[src/rtl/microwave_timer.sv]
// Cook-time entry and 1 Hz countdown for the microwave controller.
// Keypad digits shift in as M:ST; door interlock and stop/clear pause or abort cooking.
module microwave_timer #(
  parameter int CLKS_PER_SEC = 100
) (
  input  logic       clk,
  input  logic       rst_n,
  input  logic       key_valid,
  input  logic [3:0] key_digit,
  input  logic       start,
  input  logic       stop_clear,
  input  logic       door_closed,
  output logic [3:0] sec_ones,
  output logic [3:0] sec_tens,
  output logic [3:0] min,
  output logic       mag_on,
  output logic       done
);

  localparam int PW = (CLKS_PER_SEC > 1) ? $clog2(CLKS_PER_SEC) : 1;

  typedef enum logic [1:0] {SETUP, COOK, PAUSED, DONE} state_t;

  state_t        state;
  logic [PW-1:0] prescaler;
  logic          tick;
  logic          time_nz;
  logic [11:0]   dec_next;

  // One-second countdown step; a zero ones digit borrows from tens, zero tens from minutes.
  function automatic logic [11:0] dec_time(input logic [3:0] m, input logic [3:0] t,
                                           input logic [3:0] o);
    logic [11:0] r;
    r = {m, t, o};
    if (o != 4'd0) begin
      r[3:0] = o - 4'd1;
    end else begin
      r[3:0] = 4'd9;
      if (t != 4'd0) begin
        r[7:4] = t - 4'd1;
      end else begin
        r[7:4]  = 4'd5;
        r[11:8] = m - 4'd1;
      end
    end
    return r;
  endfunction

  assign tick     = (prescaler == PW'(CLKS_PER_SEC - 1));
  assign time_nz  = ({min, sec_tens, sec_ones} != 12'd0);
  assign dec_next = dec_time(min, sec_tens, sec_ones);

  always_ff @(posedge clk or negedge rst_n) begin
    if (!rst_n) begin
      state     <= SETUP;
      prescaler <= '0;
      min       <= 4'd0;
      sec_tens  <= 4'd0;
      sec_ones  <= 4'd0;
      mag_on    <= 1'b0;
      done      <= 1'b0;
    end else begin
      case (state)
        SETUP: begin
          if (stop_clear) begin
            {min, sec_tens, sec_ones} <= 12'd0;
          end else if (start && door_closed && time_nz) begin
            state     <= COOK;
            prescaler <= '0;
            mag_on    <= 1'b1;
          end else if (key_valid && !start && key_digit <= 4'd9) begin
            min      <= sec_tens;
            sec_tens <= sec_ones;
            sec_ones <= key_digit;
          end
        end
        COOK: begin
          // A pause request wins over a tick landing in the same cycle.
          if (stop_clear || !door_closed) begin
            state  <= PAUSED;
            mag_on <= 1'b0;
          end else if (tick) begin
            prescaler                 <= '0;
            {min, sec_tens, sec_ones} <= dec_next;
            if (dec_next == 12'd0) begin
              state  <= DONE;
              mag_on <= 1'b0;
              done   <= 1'b1;
            end
          end else begin
            prescaler <= prescaler + 1'b1;
          end
        end
        PAUSED: begin
          if (stop_clear) begin
            state                     <= SETUP;
            {min, sec_tens, sec_ones} <= 12'd0;
          end else if (start && door_closed) begin
            state     <= COOK;
            prescaler <= '0;
            mag_on    <= 1'b1;
          end
        end
        DONE: begin
          if (stop_clear || !door_closed || key_valid) begin
            state <= SETUP;
            done  <= 1'b0;
          end
        end
        default: begin
          state  <= SETUP;
          mag_on <= 1'b0;
          done   <= 1'b0;
        end
      endcase
    end
  end

endmodule

[config.mk]
export PLATFORM = sky130hd
export DESIGN_NAME = microwave_timer
export DESIGN_NICKNAME = d
export VERILOG_FILES = /design/src/rtl/microwave_timer.sv
export SDC_FILE = /design/constraint.sdc
export NUM_CORES = 1
export LEC_CHECK = 0
export CAP_MARGIN = 20
export CORE_MARGIN = 5
export CORE_UTILIZATION = 55
export CTS_CLUSTER_SIZE = 28
export DETAILED_ROUTE_END_ITERATION = 7
export GPL_TIMING_DRIVEN = 0
export PLACE_DENSITY = 0.85
export SLEW_MARGIN = 20
export SYNTH_ARGS = -nofsm -noshare
export SYNTH_HDL_FRONTEND = slang
export SYNTH_SLANG_ARGS = --single-unit
[constraint.sdc]
create_clock -name clk -period 2.95 [get_ports clk]
set_input_delay 0.7375 -clock clk [delete_from_list [all_inputs] [get_ports clk]]
set_output_delay 0.7375 -clock clk [all_outputs]
set_load 0.02 [all_outputs]
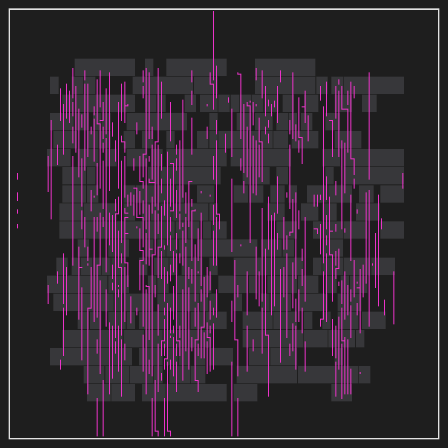
Figure 1: met2 routing.
longest straight run: 23.5 um
nets with wire on the layer: 204
main direction: vertical
wire length on this layer: 2,020 um

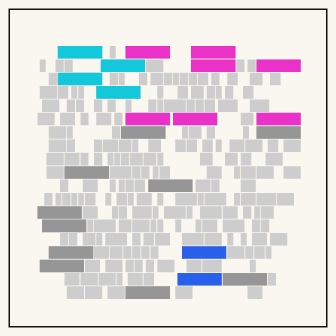
Figure 2: where the registers sit.
Other sequential cells in the stronger gray, the rest of the logic in the fainter gray.
legend:
  `state`:
    color: blue
    flops: 2
  `sec_ones`:
    color: cyan
    flops: 4
    where: top left
  `prescaler`:
    color: magenta
    flops: 7
not colored: 10

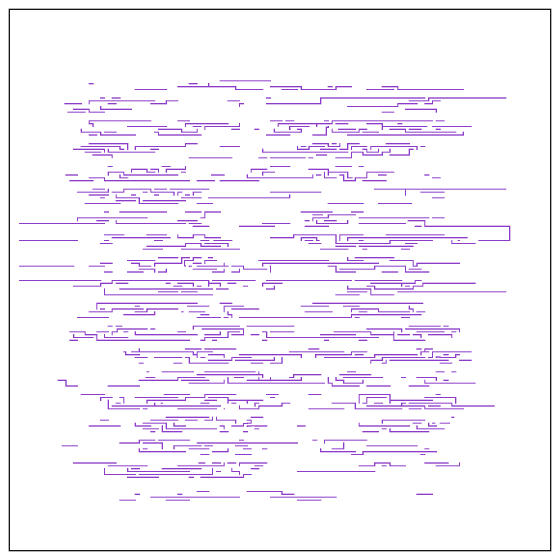
Figure 3: M1 wires.
wire length on this layer: 1,850 um
main direction: horizontal
share of all routed wire: 44%
nets with wire on the layer: 210
longest straight run: 15.6 um

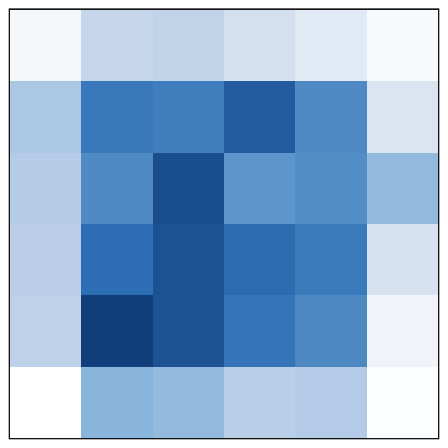
Figure 4: cell density map.
6 x 6 tiles, from white (low) to dark blue (high), 0 to 100% covered.
nearly empty tiles: 5.6%
densest ninth of the die: middle
mean over tiles: 45%
CORE AREA: 0.00281 sq mm
fin util: 68.4%
Core Util at FP: 58.0%

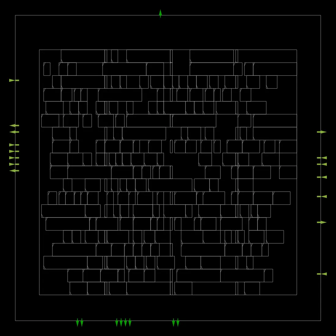
Figure 5: placed standard cells.
Flops: 23
# Taps: 31
row count: 19
Layout Cells excl Fill: 249
Seq area share: 30.0%

==> out/qor.txt <==
Status: finished clean
Max Fclk: 0.367 GHz
Critical path launch point type: primary input
Crit path time final: 2.73 ns
Synth Seq Share: 35.4%
#MultiIn Comb: 149
Top cell area share: 35.4%
Max Root-Sink Buffers: 2
Vias in the first global route: 1,637
DP HPWL: 3.10 mm
Placed cell count: 245
Layout Nets: 237
Worst hold margin: 0.367 ns
Non-clk invs: 11
DIE HEIGHT: 64.4 um
Multi-input gate share of total cell area: 50.2%
Layout non-clock buf frac: 14.2%
Post-Synth Simple-Gate Area: 22.2%
DRT Wirelength: 4.22 mm
Initial antenna violation count: 0
Synth cell types: 49
WL per Instance: 17.0 um
DR DRC count: 0
Tot Pwr: 2.08 mW
Comb area leader: AND-OR/OR-AND gates
P_sw: 1.05 mW
WP depth: 7
Clk_lat worst skew: 0.32 ns
Met1 wire length: 1.85 mm
Ys flops: 23
Uppermost routed layer: met4
Pre-antenna DRT Iters: 4
Sequential cell area: 576 sq um
Placed Area: 0.00190 sq mm
Post-route setup TNS: 0 ns
Post-synth EDFFs: 0
Met3 wire length: 303 um
Detail Route Antenna Nets: 0
Met3 Use GR: 4.20%
Final RePlAce weighted congestion: 0.883
Met1 Usage GRT: 27.6%
Critical-path top delay cell: clkdlybuf4s50_1
WL met2: 2.02 mm
Iter 0 DRT Violations: 182
Slew headroom: 65.0%
Reg2reg start: state[0]
Clk cell area share: 1.44%
Leakage power: 0.776 nW
Comb pwr share: 66.0%
CP bufs+invs: 2
Sw Share: 50.6%
Internal power: 1.03 mW
Layout Cell Area excl Fill: 0.00192 sq mm
Largest net degree at the start of global routing: 24
Register-to-register setup slack: 0.56 ns
Vias per inst: 6.53
Count of clock buffers in the final design: 3
Pwr dens: 1080 mW/mm^2
CP max FO: 10
Top cell excl fill/tap: o21ai_0
Fraction of layout cells with a size suffix above 1: 6.88%
Die W: 64.4 um
Area fraction in xor and xnor cells: 0%
FILL cells: 238
Yosys aoi share: 28.9%
GR Overflow Total: 0
Ordered cell list for the critical path: clkdlybuf4s50_1, nand2b_1, or3_1, a211o_1, clkbuf_1, o21ai_0, o21ai_0
Post-layout period usage: 92.4%
Final Hold Vio Count: 0
P_comb: 1.37 mW
Slew Viols, Final: 0
CTS tree: yes
Worst-path clk slew: 0.13 ns
Top_reg_cell synth: dfrtp_1
Yosys Chip Area: 0.00163 sq mm
Die area: 0.00414 sq mm
Final setup violation count: 0
Antenna Cells: 0
Flop+latch power: 0.553 mW
Num CTS Buffers: 3
Max-Cap Viols: 0
Total number of vias: 1,625
Mux area share: 1.92%
CP required: 3.15 ns
R2r endpoint: prescaler[4]
Adder Share, Synth: 6.15%
Clock share of power: 7.4%
H-tree depth: 1
Crit path from: stop_clear
Most numerous logic cells after layout: o21ai_0 (31), dfrtp_1 (23), clkdlybuf4s50_1 (22), nor2_1 (18)
Post-Syn Nets: 209
I/O Pins: 24
Post-CTS Setup Repair Bufs: 0
Hold Crit Class: primary input to asynchronous set/reset pin
Top class by area: combinational gates
Final setup margin: 0.224 ns
Largest cells by area after synthesis: dfrtp_1 (35%), o21ai_0 (9.5%), ha_1 (6.2%)
Buffers, non-clock: 31
CTS sink cnt: 23
Syn Area/Cell: 8.52 sq um
CP endpoint kind: flip-flop
Clk pwr: 0.153 mW
Crit path to: sec_tens[0]
Met2 usage: 38.1%
OpenROAD warning count: 31
CP peak stage delay: 0.52 ns
Dominant cell type by area after synthesis: dfrtp_1
Post_cts resized: 0
Synth Warn #: 0
-- cells by family (layout without fill, tap and decap cells) --
kind of cell,after synthesis,count (layout)
DFF,23,23
AOI/OAI and AO/OA,71,71
adders and majority gates,8,8
buffers and inverters,19,46
muxes,3,3
and+or+nand+nor,67,67
-- sequential cells by signal, summed over array words and instances (netlist names) --
register   flops
min            4
sec_tens       4
done           1
state          2
mag_on         1
sec_ones       4
prescaler      7
-- cell usage after synthesis (all sizes together) (4+ instances only) --
cell type,number
nand2b,4
nor2b,5
a32oi,7
o31ai,4
nor2,18
clkbuf,5
a21oi,7
ha,8
o21ai,32
dfrtp,23
o2bb2ai,4
nand2,11
nand3,4
nor3,6
inv,11
and3,4
No activity file was given, so power comes from the tool's default toggle rates.
